--- src/rtl/k423_pcu_if.sv ---
// Pipeline-control bundle between the core pipeline and the k423 pipeline
// control unit: ID/EX/WB hazard sources in, stall/clear/redirect controls
// and status counters out.
`ifndef K423_PCU_DEFS
`define K423_PCU_DEFS
`define INST_RSDIDX_W 5
`define CORE_ADDR_W   32
`endif

interface k423_pcu_if;
    // ID-stage source operands
    logic                       id_vld_i;
    logic                       id_rs1_vld_i;
    logic [`INST_RSDIDX_W-1:0]  id_rs1_idx_i;
    logic                       id_rs2_vld_i;
    logic [`INST_RSDIDX_W-1:0]  id_rs2_idx_i;
    // EX-stage destination
    logic                       ex_vld_i;
    logic                       ex_rd_vld_i;
    logic [`INST_RSDIDX_W-1:0]  ex_rd_idx_i;
    logic                       ex_rd_load_i;
    // WB load / data-memory response / redirect
    logic                       wb_vld_i;
    logic                       wb_rd_load_i;
    logic                       dmem_rsp_vld_i;
    logic                       wb_redirect_i;
    logic [`CORE_ADDR_W-1:0]    wb_redirect_pc_i;
    // Pipeline controls
    logic                       pcu_stall_if_o;
    logic                       pcu_stall_if_id_o;
    logic                       pcu_stall_id_ex_o;
    logic                       pcu_stall_ex_wb_o;
    logic                       pcu_clear_if_id_o;
    logic                       pcu_clear_id_ex_o;
    logic                       pcu_clear_ex_wb_o;
    logic                       pcu_redirect_vld_o;
    logic [`CORE_ADDR_W-1:0]    pcu_redirect_pc_o;
    // Status
    logic                       pcu_dwait_tmo_o;
    logic [31:0]                pcu_stall_cnt_o;
    logic [31:0]                pcu_flush_cnt_o;

    // Control-unit side
    modport slave (
        input  id_vld_i, id_rs1_vld_i, id_rs1_idx_i, id_rs2_vld_i, id_rs2_idx_i,
        input  ex_vld_i, ex_rd_vld_i, ex_rd_idx_i, ex_rd_load_i,
        input  wb_vld_i, wb_rd_load_i, dmem_rsp_vld_i, wb_redirect_i, wb_redirect_pc_i,
        output pcu_stall_if_o, pcu_stall_if_id_o, pcu_stall_id_ex_o, pcu_stall_ex_wb_o,
        output pcu_clear_if_id_o, pcu_clear_id_ex_o, pcu_clear_ex_wb_o,
        output pcu_redirect_vld_o, pcu_redirect_pc_o,
        output pcu_dwait_tmo_o, pcu_stall_cnt_o, pcu_flush_cnt_o
    );

    // Pipeline side
    modport master (
        output id_vld_i, id_rs1_vld_i, id_rs1_idx_i, id_rs2_vld_i, id_rs2_idx_i,
        output ex_vld_i, ex_rd_vld_i, ex_rd_idx_i, ex_rd_load_i,
        output wb_vld_i, wb_rd_load_i, dmem_rsp_vld_i, wb_redirect_i, wb_redirect_pc_i,
        input  pcu_stall_if_o, pcu_stall_if_id_o, pcu_stall_id_ex_o, pcu_stall_ex_wb_o,
        input  pcu_clear_if_id_o, pcu_clear_id_ex_o, pcu_clear_ex_wb_o,
        input  pcu_redirect_vld_o, pcu_redirect_pc_o,
        input  pcu_dwait_tmo_o, pcu_stall_cnt_o, pcu_flush_cnt_o
    );
endinterface

--- src/rtl/k423_pcu.sv ---
// k423 pipeline control unit: resolves WB redirects, WB load data waits and
// EX->ID load-use hazards into zero-latency stall/clear/redirect controls for
// a four-stage IF/ID/EX/WB pipeline, plus a sticky data-wait timeout flag and
// saturating stall/flush performance counters.
`ifndef K423_PCU_DEFS
`define K423_PCU_DEFS
`define INST_RSDIDX_W 5
`define CORE_ADDR_W   32
`endif

module k423_pcu #(
    parameter int unsigned DWAIT_TMO = 255
) (
    input  logic        clk_i,
    input  logic        rst_i,
    k423_pcu_if.slave   pcu
);

    typedef enum logic [1:0] {
        ST_RUN   = 2'd0,
        ST_DWAIT = 2'd1,
        ST_FLUSH = 2'd2
    } state_t;

    localparam logic [7:0] TMO_VAL = 8'(DWAIT_TMO);

    state_t      state_q;
    state_t      state_d;
    logic [7:0]  wait_cnt_q;
    logic        tmo_q;
    logic [31:0] stall_cnt_q;
    logic [31:0] flush_cnt_q;

    logic        redirect;
    logic        dwait;
    logic        ldu;
    logic        rs1_hit;
    logic        rs2_hit;
    logic        tmo_hit;
    logic        any_stall;

    logic        stall_if;
    logic        stall_if_id;
    logic        stall_id_ex;
    logic        stall_ex_wb;
    logic        clear_if_id;
    logic        clear_id_ex;
    logic        clear_ex_wb;
    logic        redir_vld;
    logic [`CORE_ADDR_W-1:0] redir_pc;

    // Event detection from the current pipeline contents.
    assign redirect = pcu.wb_vld_i & pcu.wb_redirect_i;
    assign dwait    = pcu.wb_vld_i & pcu.wb_rd_load_i & ~pcu.dmem_rsp_vld_i;
    assign rs1_hit  = pcu.id_rs1_vld_i & (pcu.id_rs1_idx_i == pcu.ex_rd_idx_i);
    assign rs2_hit  = pcu.id_rs2_vld_i & (pcu.id_rs2_idx_i == pcu.ex_rd_idx_i);
    // x0 is never a real dependency, so a load targeting it cannot cause a hazard.
    assign ldu      = pcu.id_vld_i & pcu.ex_vld_i & pcu.ex_rd_load_i & pcu.ex_rd_vld_i
                    & (pcu.ex_rd_idx_i != '0) & (rs1_hit | rs2_hit);

    // Prioritised control decode (redirect > data wait > load-use) and next state.
    always_comb begin
        state_d     = state_q;
        stall_if    = 1'b0;
        stall_if_id = 1'b0;
        stall_id_ex = 1'b0;
        stall_ex_wb = 1'b0;
        clear_if_id = 1'b0;
        clear_id_ex = 1'b0;
        clear_ex_wb = 1'b0;
        redir_vld   = 1'b0;
        redir_pc    = '0;
        if (rst_i) begin
            state_d = ST_RUN;
        end else if (redirect) begin
            clear_if_id = 1'b1;
            clear_id_ex = 1'b1;
            clear_ex_wb = 1'b1;
            redir_vld   = 1'b1;
            redir_pc    = pcu.wb_redirect_pc_i;
            state_d     = ST_FLUSH;
        end else if (state_q == ST_FLUSH) begin
            // The fetch issued in the redirect cycle came from the old path.
            clear_if_id = 1'b1;
            state_d     = ST_RUN;
        end else if (dwait) begin
            stall_if    = 1'b1;
            stall_if_id = 1'b1;
            stall_id_ex = 1'b1;
            stall_ex_wb = 1'b1;
            state_d     = ST_DWAIT;
        end else if (state_q == ST_DWAIT) begin
            // Response cycle: the load retires and the pipeline moves on.
            state_d = ST_RUN;
        end else if (ldu) begin
            // Hold IF and ID, inject one bubble into EX.
            stall_if    = 1'b1;
            stall_if_id = 1'b1;
            clear_id_ex = 1'b1;
        end
    end

    assign any_stall = stall_if | stall_if_id | stall_id_ex | stall_ex_wb;
    // Timeout is visible in the same cycle the wait counter reaches the threshold.
    assign tmo_hit   = ~rst_i & (state_q == ST_DWAIT) & (wait_cnt_q == TMO_VAL);

    // State, wait counter, sticky timeout and saturating performance counters.
    always_ff @(posedge clk_i) begin
        if (rst_i) begin
            state_q     <= ST_RUN;
            wait_cnt_q  <= 8'd0;
            tmo_q       <= 1'b0;
            stall_cnt_q <= 32'd0;
            flush_cnt_q <= 32'd0;
        end else begin
            state_q <= state_d;
            if ((state_q != ST_DWAIT) && (state_d == ST_DWAIT)) begin
                wait_cnt_q <= 8'd0;
            end else if ((state_q == ST_DWAIT) && (wait_cnt_q != 8'hFF)) begin
                wait_cnt_q <= wait_cnt_q + 8'd1;
            end
            if (tmo_hit) begin
                tmo_q <= 1'b1;
            end
            if (any_stall && (stall_cnt_q != 32'hFFFF_FFFF)) begin
                stall_cnt_q <= stall_cnt_q + 32'd1;
            end
            if (redir_vld && (flush_cnt_q != 32'hFFFF_FFFF)) begin
                flush_cnt_q <= flush_cnt_q + 32'd1;
            end
        end
    end

    assign pcu.pcu_stall_if_o     = stall_if;
    assign pcu.pcu_stall_if_id_o  = stall_if_id;
    assign pcu.pcu_stall_id_ex_o  = stall_id_ex;
    assign pcu.pcu_stall_ex_wb_o  = stall_ex_wb;
    assign pcu.pcu_clear_if_id_o  = clear_if_id;
    assign pcu.pcu_clear_id_ex_o  = clear_id_ex;
    assign pcu.pcu_clear_ex_wb_o  = clear_ex_wb;
    assign pcu.pcu_redirect_vld_o = redir_vld;
    assign pcu.pcu_redirect_pc_o  = redir_pc;
    assign pcu.pcu_dwait_tmo_o    = tmo_q | tmo_hit;
    assign pcu.pcu_stall_cnt_o    = stall_cnt_q;
    assign pcu.pcu_flush_cnt_o    = flush_cnt_q;

endmodule

--- src/flat_wrapper.sv ---
// flat-port wrapper written by rule: the top's interface ports become plain ports
module k423_pcu_flat 
#(
    parameter int unsigned DWAIT_TMO = 255
)
  (clk_i, rst_i, pcu_id_vld_i, pcu_id_rs1_vld_i, pcu_id_rs1_idx_i, pcu_id_rs2_vld_i, pcu_id_rs2_idx_i, pcu_ex_vld_i, pcu_ex_rd_vld_i, pcu_ex_rd_idx_i, pcu_ex_rd_load_i, pcu_wb_vld_i, pcu_wb_rd_load_i, pcu_dmem_rsp_vld_i, pcu_wb_redirect_i, pcu_wb_redirect_pc_i, pcu_pcu_stall_if_o, pcu_pcu_stall_if_id_o, pcu_pcu_stall_id_ex_o, pcu_pcu_stall_ex_wb_o, pcu_pcu_clear_if_id_o, pcu_pcu_clear_id_ex_o, pcu_pcu_clear_ex_wb_o, pcu_pcu_redirect_vld_o, pcu_pcu_redirect_pc_o, pcu_pcu_dwait_tmo_o, pcu_pcu_stall_cnt_o, pcu_pcu_flush_cnt_o);
  k423_pcu_if pcu_i ();
  input  logic clk_i;
  input  logic rst_i;
  input wire logic [$bits(pcu_i.id_vld_i)-1:0] pcu_id_vld_i;
  input wire logic [$bits(pcu_i.id_rs1_vld_i)-1:0] pcu_id_rs1_vld_i;
  input wire logic [$bits(pcu_i.id_rs1_idx_i)-1:0] pcu_id_rs1_idx_i;
  input wire logic [$bits(pcu_i.id_rs2_vld_i)-1:0] pcu_id_rs2_vld_i;
  input wire logic [$bits(pcu_i.id_rs2_idx_i)-1:0] pcu_id_rs2_idx_i;
  input wire logic [$bits(pcu_i.ex_vld_i)-1:0] pcu_ex_vld_i;
  input wire logic [$bits(pcu_i.ex_rd_vld_i)-1:0] pcu_ex_rd_vld_i;
  input wire logic [$bits(pcu_i.ex_rd_idx_i)-1:0] pcu_ex_rd_idx_i;
  input wire logic [$bits(pcu_i.ex_rd_load_i)-1:0] pcu_ex_rd_load_i;
  input wire logic [$bits(pcu_i.wb_vld_i)-1:0] pcu_wb_vld_i;
  input wire logic [$bits(pcu_i.wb_rd_load_i)-1:0] pcu_wb_rd_load_i;
  input wire logic [$bits(pcu_i.dmem_rsp_vld_i)-1:0] pcu_dmem_rsp_vld_i;
  input wire logic [$bits(pcu_i.wb_redirect_i)-1:0] pcu_wb_redirect_i;
  input wire logic [$bits(pcu_i.wb_redirect_pc_i)-1:0] pcu_wb_redirect_pc_i;
  output wire logic [$bits(pcu_i.pcu_stall_if_o)-1:0] pcu_pcu_stall_if_o;
  output wire logic [$bits(pcu_i.pcu_stall_if_id_o)-1:0] pcu_pcu_stall_if_id_o;
  output wire logic [$bits(pcu_i.pcu_stall_id_ex_o)-1:0] pcu_pcu_stall_id_ex_o;
  output wire logic [$bits(pcu_i.pcu_stall_ex_wb_o)-1:0] pcu_pcu_stall_ex_wb_o;
  output wire logic [$bits(pcu_i.pcu_clear_if_id_o)-1:0] pcu_pcu_clear_if_id_o;
  output wire logic [$bits(pcu_i.pcu_clear_id_ex_o)-1:0] pcu_pcu_clear_id_ex_o;
  output wire logic [$bits(pcu_i.pcu_clear_ex_wb_o)-1:0] pcu_pcu_clear_ex_wb_o;
  output wire logic [$bits(pcu_i.pcu_redirect_vld_o)-1:0] pcu_pcu_redirect_vld_o;
  output wire logic [$bits(pcu_i.pcu_redirect_pc_o)-1:0] pcu_pcu_redirect_pc_o;
  output wire logic [$bits(pcu_i.pcu_dwait_tmo_o)-1:0] pcu_pcu_dwait_tmo_o;
  output wire logic [$bits(pcu_i.pcu_stall_cnt_o)-1:0] pcu_pcu_stall_cnt_o;
  output wire logic [$bits(pcu_i.pcu_flush_cnt_o)-1:0] pcu_pcu_flush_cnt_o;
  assign pcu_i.id_vld_i = pcu_id_vld_i;
  assign pcu_i.id_rs1_vld_i = pcu_id_rs1_vld_i;
  assign pcu_i.id_rs1_idx_i = pcu_id_rs1_idx_i;
  assign pcu_i.id_rs2_vld_i = pcu_id_rs2_vld_i;
  assign pcu_i.id_rs2_idx_i = pcu_id_rs2_idx_i;
  assign pcu_i.ex_vld_i = pcu_ex_vld_i;
  assign pcu_i.ex_rd_vld_i = pcu_ex_rd_vld_i;
  assign pcu_i.ex_rd_idx_i = pcu_ex_rd_idx_i;
  assign pcu_i.ex_rd_load_i = pcu_ex_rd_load_i;
  assign pcu_i.wb_vld_i = pcu_wb_vld_i;
  assign pcu_i.wb_rd_load_i = pcu_wb_rd_load_i;
  assign pcu_i.dmem_rsp_vld_i = pcu_dmem_rsp_vld_i;
  assign pcu_i.wb_redirect_i = pcu_wb_redirect_i;
  assign pcu_i.wb_redirect_pc_i = pcu_wb_redirect_pc_i;
  assign pcu_pcu_stall_if_o = pcu_i.pcu_stall_if_o;
  assign pcu_pcu_stall_if_id_o = pcu_i.pcu_stall_if_id_o;
  assign pcu_pcu_stall_id_ex_o = pcu_i.pcu_stall_id_ex_o;
  assign pcu_pcu_stall_ex_wb_o = pcu_i.pcu_stall_ex_wb_o;
  assign pcu_pcu_clear_if_id_o = pcu_i.pcu_clear_if_id_o;
  assign pcu_pcu_clear_id_ex_o = pcu_i.pcu_clear_id_ex_o;
  assign pcu_pcu_clear_ex_wb_o = pcu_i.pcu_clear_ex_wb_o;
  assign pcu_pcu_redirect_vld_o = pcu_i.pcu_redirect_vld_o;
  assign pcu_pcu_redirect_pc_o = pcu_i.pcu_redirect_pc_o;
  assign pcu_pcu_dwait_tmo_o = pcu_i.pcu_dwait_tmo_o;
  assign pcu_pcu_stall_cnt_o = pcu_i.pcu_stall_cnt_o;
  assign pcu_pcu_flush_cnt_o = pcu_i.pcu_flush_cnt_o;
  k423_pcu #(.DWAIT_TMO(DWAIT_TMO)) u_core (.clk_i(clk_i), .rst_i(rst_i), .pcu(pcu_i));
endmodule
--- config.mk ---
export PLATFORM = sky130hd
export DESIGN_NAME = k423_pcu_flat
export DESIGN_NICKNAME = d
export VERILOG_FILES = /design/src/rtl/k423_pcu_if.sv /design/src/rtl/k423_pcu.sv /design/src/flat_wrapper.sv
export SDC_FILE = /design/constraint.sdc
export NUM_CORES = 1
export LEC_CHECK = 0
export ABC_AREA = 1
export CAP_MARGIN = 20
export CORE_UTILIZATION = 40
export CTS_CLUSTER_SIZE = 20
export DETAILED_ROUTE_END_ITERATION = 16
export GPL_TIMING_DRIVEN = 0
export MAX_ROUTING_LAYER = met4
export PLACE_DENSITY = 0.74
export SLEW_MARGIN = 20
export SYNTH_ARGS = -nofsm -noshare
export SYNTH_HDL_FRONTEND = slang
export SYNTH_SLANG_ARGS = --single-unit
--- constraint.sdc ---
create_clock -name clk_i -period 1.8 [get_ports clk_i]
set_input_delay 0.36 -clock clk_i [delete_from_list [all_inputs] [get_ports clk_i]]
set_output_delay 0.36 -clock clk_i [all_outputs]
set_load 0.05 [all_outputs]
### Clock wiring as the flow saved it

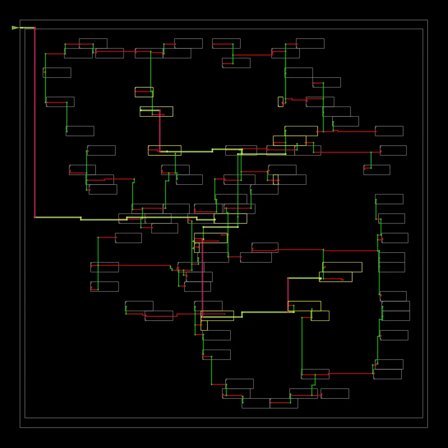
Clock Latency Late Sink: 0.33 ns
CTS sink count: 75
clock buf count: 14
skew final: 0.00947 ns
num sequential: 75

### Selected gate families

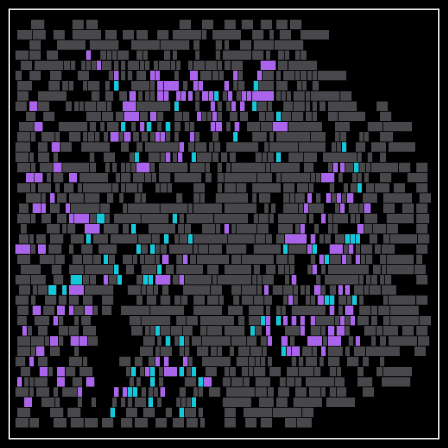
color	family	cells
cyan	inv cells	61
purple	nor cells	148
Final Non-Filler Cells: 1,224
dominant logic cell type in the layout: nand2_1
Comb/total area: 0.457

==> flow_summary.json <==
{
  "status": "finished, violations left",
  "violations": "setup timing",
  "switchingPower_mw": 1.00,
  "startpoint": "u_core.state_q[1]",
  "seq_share": 0.196,
  "dpl_cell_area_um2": 7040,
  "syn_inst": 842,
  "ys.flop_type": "dfxtp_1",
  "r2r_setup_slack_ns": -0.14,
  "pre_cts_ws_ns": -1.42,
  "path_clk_slew_ns": 0.06,
  "die_area_um2": 13000,
  "holdPathStages": 2,
  "crit_family": "simple AND/OR/NAND/NOR gates",
  "grt_setup_unrepaired": "true",
  "stdcell_area_um2": 8110,
  "p_seq_frac": 0.413,
  "yosysSeqAreaShare": 0.299,
  "postRouteAntennaNets": 0,
  "rows": 40,
  "synthAdderAreaFrac": 0.00748,
  "coreArea_um2": 12100,
  "crit_path_max_incr_delay_ns": 0.33,
  "mux_share": 0,
  "clock_tree.root_cell": "clkbuf_16",
  "cts_buffers": 9,
  "avgViaCountPerCell": 5.08,
  "pwr-share-comb": 0.135,
  "cts_tree": "built",
  "min_path_type": "reg -> reg",
  "antenna_found_initial": 0,
  "netlist.area_leader.share": 0.299,
  "avgSynthCellArea_um2": 5.96,
  "period_minus_slack_ns": 2.02,
  "switching_share": 0.248,
  "grt_overflow": 0,
  "use_met2": 0.461,
  "ys_ff": 75,
  "synthArstFlopShare": 0,
  "path_common_cell": "buf_8",
  "rr_worst_depth": 10,
  "finalSetupViolCount": 37,
  "clk-power_mw": 1.82,
  "top_logic_kind": "simple AND/OR/NAND/NOR gates",
  "dp.cells": 1173,
  "met3_length_um": 1180,
  "initCoreUtil": 0.414,
  "power_mw": 4.03,
  "hold_buffers": 0,
  "layout-drive-gt1-share": 0.287,
  "netlist_area_um2": 5020,
  "tap_cells": 168,
  "hpwl_um": 12500,
  "synth_cell_type_count": 30,
  "crit_fanout": 3,
  "drc": 0,
  "clk_share": 0.0369,
  "min-delay-start": "u_core.tmo_q",
  "worstPathRequired_ns": 1.44,
  "yosys_area_um2": 5020,
  "final.setup.worst_slack_ns": -0.225,
  "inverters": 61,
  "logic_area_um2": 3710,
  "leakage_nw": 3.50
}
### Pin map

The bar under the picture is 20 um long. Pins as bars across the die edge, other pins in gray.
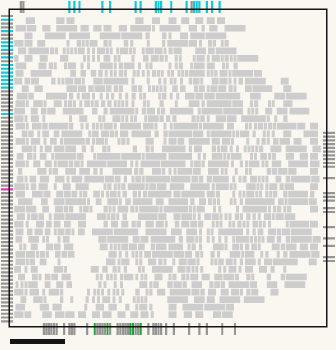
color	port	pins	direction	edge
cyan	pcu_pcu_flush_cnt_o	32	output	18 top, 14 left
green	pcu_id_rs1_idx_i	5	input	bottom
magenta	pcu_dmem_rsp_vld_i	1	input	left
Die Wd: 114 um
Buffers on Ports: 163

### Signal metal coverage by tile

The die is cut into 23 by 23 equal tiles; white is low, dark blue is high, scaled to the fullest tile. Values are wire area over tile area, all layers added.
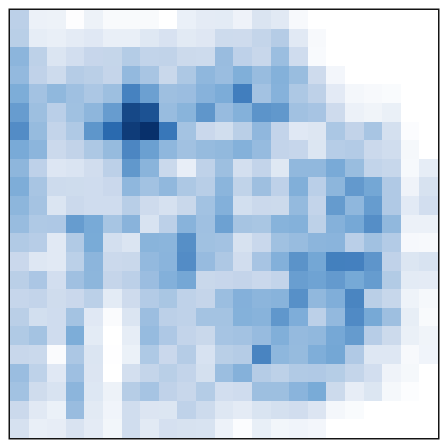
nearly empty tiles	9.5%
tiles over half the peak	9.5%
mean over tiles	0.22
fullest tile	0.80
emptiest ninth of the die	upper right
vias: 6,224
WL final: 17,800 um

Power figures rest on the tool's default switching activity, not on a simulated workload.
